**config.mk**
```make
export PLATFORM = sky130hd
export DESIGN_NAME = adder_result_display
export DESIGN_NICKNAME = d
export VERILOG_FILES = /design/src/rtl/adder_result_display.sv
export SDC_FILE = /design/constraint.sdc
export NUM_CORES = 1
export LEC_CHECK = 0
export ABC_AREA = 1
export CAP_MARGIN = 40
export CORE_ASPECT_RATIO = 0.5
export CORE_UTILIZATION = 50
export CTS_CLUSTER_SIZE = 14
export DETAILED_ROUTE_END_ITERATION = 7
export PLACE_DENSITY = 0.69
export SKIP_LAST_GASP = 1
export SYNTH_ARGS = -nofsm -noshare
export SYNTH_HDL_FRONTEND = slang
export SYNTH_SLANG_ARGS = --single-unit
```
**constraint.sdc**
```tcl
create_clock -name clk -period 2.95 [get_ports clk]
set_clock_uncertainty 0.15 [all_clocks]
set_input_delay 0.59 -clock clk [delete_from_list [all_inputs] [get_ports clk]]
set_output_delay 0.59 -clock clk [all_outputs]
set_load 0.005 [all_outputs]
```
**src/rtl/adder_result_display.sv**
```systemverilog
// adder_result_display
//   Display stage behind the 4-bit ripple-carry adder. On a load strobe it
//   captures both operands and the 5-bit result {cout, sum}. It then
//   time-multiplexes four 7-segment digits. From left to right the digits are:
//   operand A (hex), operand B (hex), result tens, result ones.
//
// Ports
//   clk     in   1  system clock, rising edge
//   rst_n   in   1  asynchronous active-low reset
//   load    in   1  capture strobe, sampled on every clk edge
//   op_a    in   4  operand A
//   op_b    in   4  operand B
//   sum     in   4  adder sum bits
//   cout    in   1  adder carry-out
//   seg     out  7  segments {g,f,e,d,c,b,a}
//   dp      out  1  decimal point; lit on the ones digit when the result carried
//   dig_en  out  4  one-hot digit enable, bit 3 = leftmost digit
//   valid   out  1  sticky: at least one load captured since reset
//
// Parameters
//   SCAN_DIV        cycles each digit stays enabled (>= 1)
//   SEG_ACTIVE_LOW  1 = seg/dp pins low-true
//   DIG_ACTIVE_LOW  1 = dig_en pins low-true
module adder_result_display #(
  parameter int SCAN_DIV       = 50000,
  parameter int SEG_ACTIVE_LOW = 1,
  parameter int DIG_ACTIVE_LOW = 1
) (
  input  logic       clk,
  input  logic       rst_n,
  input  logic       load,
  input  logic [3:0] op_a,
  input  logic [3:0] op_b,
  input  logic [3:0] sum,
  input  logic       cout,
  output logic [6:0] seg,
  output logic       dp,
  output logic [3:0] dig_en,
  output logic       valid
);

  localparam int            CW       = (SCAN_DIV > 1) ? $clog2(SCAN_DIV) : 1;
  localparam logic [CW-1:0] CNT_LAST = CW'(SCAN_DIV - 1);
  localparam logic          SEG_INV  = (SEG_ACTIVE_LOW != 0);
  localparam logic          DIG_INV  = (DIG_ACTIVE_LOW != 0);

  logic [3:0]    a_q;
  logic [3:0]    b_q;
  logic [4:0]    res_q;
  logic          valid_q;
  logic [CW-1:0] cnt;
  logic [1:0]    idx;
  logic          tc;

  logic [1:0]    tens;
  logic [4:0]    ones_w;
  logic [3:0]    ones;
  logic [6:0]    seg_on;
  logic          dp_on;
  logic [3:0]    dig_on;

  // Active-high gfedcba pattern for one hex digit.
  function automatic logic [6:0] hex7(input logic [3:0] v);
    logic [6:0] p;
    case (v)
      4'h0: p = 7'h3F;
      4'h1: p = 7'h06;
      4'h2: p = 7'h5B;
      4'h3: p = 7'h4F;
      4'h4: p = 7'h66;
      4'h5: p = 7'h6D;
      4'h6: p = 7'h7D;
      4'h7: p = 7'h07;
      4'h8: p = 7'h7F;
      4'h9: p = 7'h6F;
      4'hA: p = 7'h77;
      4'hB: p = 7'h7C;
      4'hC: p = 7'h39;
      4'hD: p = 7'h5E;
      4'hE: p = 7'h79;
      default: p = 7'h71;
    endcase
    return p;
  endfunction

  assign tc    = (cnt == CNT_LAST);
  assign valid = valid_q;

  // Capture registers; valid is sticky until reset.
  always_ff @(posedge clk or negedge rst_n) begin
    if (!rst_n) begin
      a_q     <= '0;
      b_q     <= '0;
      res_q   <= '0;
      valid_q <= 1'b0;
    end else if (load) begin
      a_q     <= op_a;
      b_q     <= op_b;
      res_q   <= {cout, sum};
      valid_q <= 1'b1;
    end
  end

  // Scan counter: the digit index advances on the terminal-count cycle.
  // The scan keeps running while nothing is captured, and a load never restarts it.
  always_ff @(posedge clk or negedge rst_n) begin
    if (!rst_n) begin
      cnt <= '0;
      idx <= 2'd0;
    end else begin
      cnt <= tc ? '0 : cnt + CW'(1);
      if (tc) idx <= idx + 2'd1;
    end
  end

  // Split the result into decimal digits by thresholds (no divider).
  // 31 cannot come from the adder; it falls into the ">= 30" bucket and shows as "31".
  always_comb begin
    tens   = 2'd0;
    ones_w = res_q;
    if (res_q >= 5'd30) begin
      tens   = 2'd3;
      ones_w = res_q - 5'd30;
    end else if (res_q >= 5'd20) begin
      tens   = 2'd2;
      ones_w = res_q - 5'd20;
    end else if (res_q >= 5'd10) begin
      tens   = 2'd1;
      ones_w = res_q - 5'd10;
    end
    ones = ones_w[3:0];
  end

  // Active-high content of the currently indexed digit.
  always_comb begin
    seg_on = '0;
    dp_on  = 1'b0;
    dig_on = '0;
    if (valid_q) begin
      dig_on = 4'b0001 << idx;
      case (idx)
        2'd3: seg_on = hex7(a_q);
        2'd2: seg_on = hex7(b_q);
        2'd1: seg_on = (tens == 2'd0) ? 7'h00 : hex7({2'b00, tens});
        default: begin
          seg_on = hex7(ones);
          dp_on  = res_q[4];
        end
      endcase
    end
  end

  // A single output register stage. seg, dp and dig_en all move on the same
  // edge, so a segment pattern is never shown on the wrong digit.
  always_ff @(posedge clk or negedge rst_n) begin
    if (!rst_n) begin
      seg    <= {7{SEG_INV}};
      dp     <= SEG_INV;
      dig_en <= {4{DIG_INV}};
    end else begin
      seg    <= seg_on ^ {7{SEG_INV}};
      dp     <= dp_on ^ SEG_INV;
      dig_en <= dig_on ^ {4{DIG_INV}};
    end
  end

endmodule

```
==> images/congestion.png <==
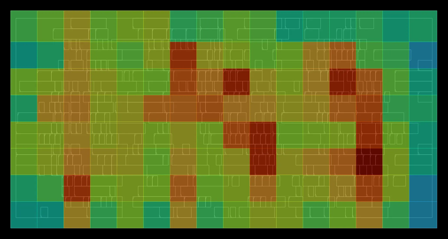
total routing resource utilization after global routing: 21.66%
M3 GR Usage: 5.616%
met1 global-route usage: 26.61%

==> images/layer_met4.png <==
Scale: 6 px per µm. Supply wires on this layer in grey.
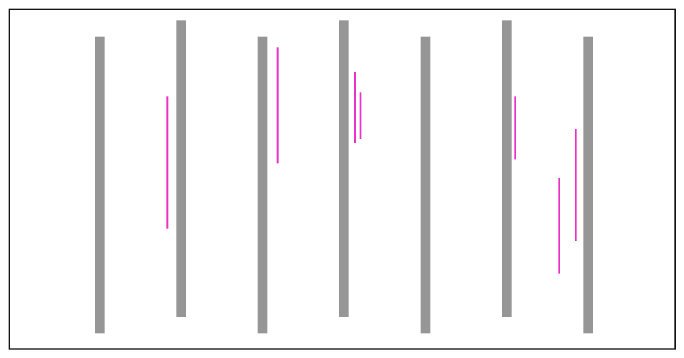
The longest straight run is 21.8 µm. 7 nets have wire on it. The layer holds 1.7% of the routed length. The wires run mostly vertical. The layer carries 104 µm of wire.
total wirelength of the detailed-routed design: 6.282 mm
routed vias: 2526

==> images/wires.png <==
Scale: 6 px per µm. Only two layers are drawn.
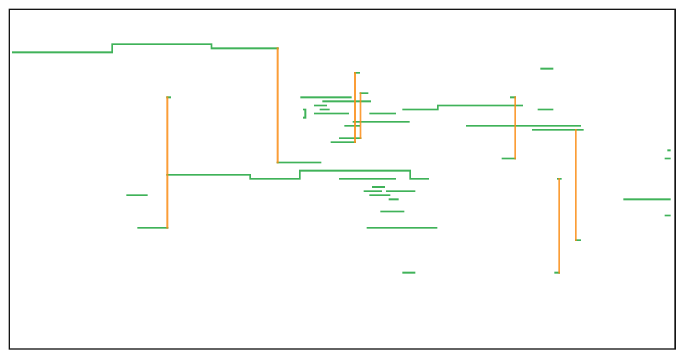
Orange stands for metal 4, wire length 104 µm. Green stands for metal 3, wire length 265 µm.

==> images/flops_by_reg.png <==
Scale: 6 px per µm. Other sequential cells in the stronger grey, the rest of the logic in the fainter grey.
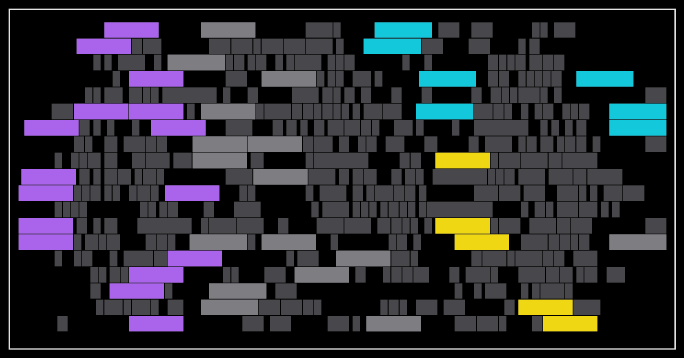
Yellow stands for res_q, placed flops 5. Purple stands for cnt, placed flops 16. Cyan stands for seg, placed flops 7.
final core area utilization: 61.99%
flop share of the area: 32.23%
Sequential Area: 1116 µm²
power in sequential cells: 0.000716 W

==> images/layer_met1.png <==
Scale: 6 px per µm. Supply wires on this layer in grey.
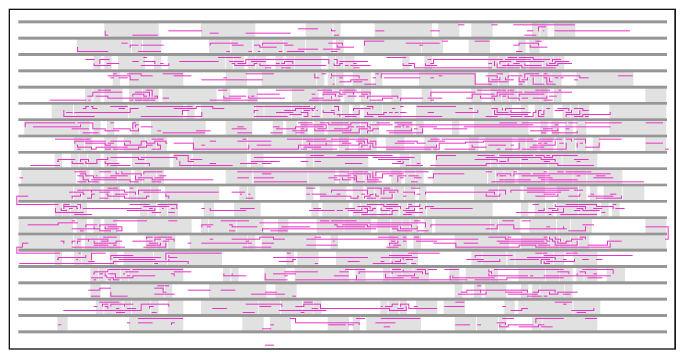
The layer carries 2940 µm of wire. 400 nets have wire on it. The longest straight run is 28.5 µm. The layer holds 47% of the routed length.

==> out/qor.csv <==
stage,metric,value,unit
timing,Least-Margin Pin Slew,806.8,ps
placed_design,post-detail-place hpwl,4.704,mm
floorplan,Well-Tap Cells,73,
final_layout,Filler Cell Count,462,
final_layout,Biggest register,cnt,
synthesis,area of the mapped netlist,2955,µm²
setup_path,Critical Path End,seg[3],
min_path,path type of the worst min-delay path,input pin to async pin,
synthesis,share of synthesized cell area in and-or and or-and compound cells,12.91,%
clocking,buffer levels on the longest clock path,2,
timing,setup repair after global routing missed its margin,false,
floorplan,area of the placeable core,5587,µm²
final_layout,cell class with the largest area share,logic gates,
setup_path,number of cell instances on the worst register-to-register path,16,
route,DRT iter0 DRCs,121,
final_layout,share of the final layout cell area in multi-input gates,46.10,%
setup_path,element type at the critical path start,register,
floorplan,boundary pin count,29,
clocking,cells resized by post-CTS repair,0,
pwr,PwrDens,519.9,nW/µm²
clocking,clock slew seen by the registers of the worst setup and hold paths,70,ps
placed_design,total instance count after detailed placement,463,
final_layout,highest-count logic cell in the final layout,sky130_fd_sc_hd__nand2_1,
synthesis,proportion of synthesized area in mux cells,0,%
pwr,Clk power,0.000659,W
synthesis,number of enable-type register cells in the synthesized netlist,0,
floorplan,DIE AREA,6241,µm²
global_routing,global-route wire length before repair,10.82,mm
run,number of warnings the tools reported,43,
final_layout,registers,44,
run,count of max-cap constraint violations,0,
global_routing,most utilized layer in the global route result,met2,
synthesis,share of the synthesized netlist area taken by xor and xnor gates,1.482,%
setup_path,CP Buf/Inv Count,1,
pwr,Sw Ratio,28.22,%
run_status,status,finished clean,
setup_path,largest stage delay on the critical path,440,ps
route,uppermost metal layer occupied by signal nets,met4,
route,DR WL met2,2.974,mm
pwr,Top power group,registers,
clocking,htree depth,2,
synthesis,yosys stat area,2955,µm²
route,routed metal-1 wire length,2.938,mm
floorplan,die extent in y,56.37,µm
clocking,clock buffer count from CTS,5,
setup_path,maximum fanout encountered on the critical timing path,5,
pwr,power of the combinational group,0.000425,W
timing,max-slew headroom at the worst pin,46.05,%
synthesis,sequential element share of the synthesized area,37.76,%
clocking,Skew-Pair Late Insertion Delay,290,ps
synthesis,yosys adder share,10.16,%
global_routing,met2 track demand over resource,37.09,%
final_layout,logic area,1597,µm²
timing,maximum clock rate,426.7,MHz
route,post-detailed-route wirelength per cell,13.34,µm
final_layout,Non-Clock Inverter Count,53,
final_layout,number of antenna cells inserted,0,
global_routing,via count of the first global-routing pass,2466,
final_layout,biggest registers after layout,"cnt: 16 flops, seg: 7 flops, res_q: 5 flops",
placed_design,IO buf count,28,
pwr,part of the total power dissipated in the clock network,36.6,%
pwr,design internal power,0.001292,W
final_layout,Largest register FFs,16,
final_layout,Signal buffers,29,
timing,Finish-stage setup viols,0,
-- cells in the mapped netlist (6+ instances only) --
cell type / count / share of area, %
sky130_fd_sc_hd__dfstp_2: 12 / 11
sky130_fd_sc_hd__nand3_2: 9 / 3.0
sky130_fd_sc_hd__clkbuf_1: 6 / 0.76
sky130_fd_sc_hd__inv_1: 48 / 6.1
sky130_fd_sc_hd__nor2_1: 22 / 2.8
sky130_fd_sc_hd__dfrtp_1: 32 / 27
sky130_fd_sc_hd__nand2_1: 74 / 9.4
sky130_fd_sc_hd__nand3_1: 32 / 5.4
sky130_fd_sc_hd__ha_1: 24 / 10
sky130_fd_sc_hd__a21oi_1: 13 / 2.2
sky130_fd_sc_hd__nand2_2: 8 / 1.7
sky130_fd_sc_hd__o21ai_0: 29 / 4.9
Power is estimated from default activity; no workload was simulated.
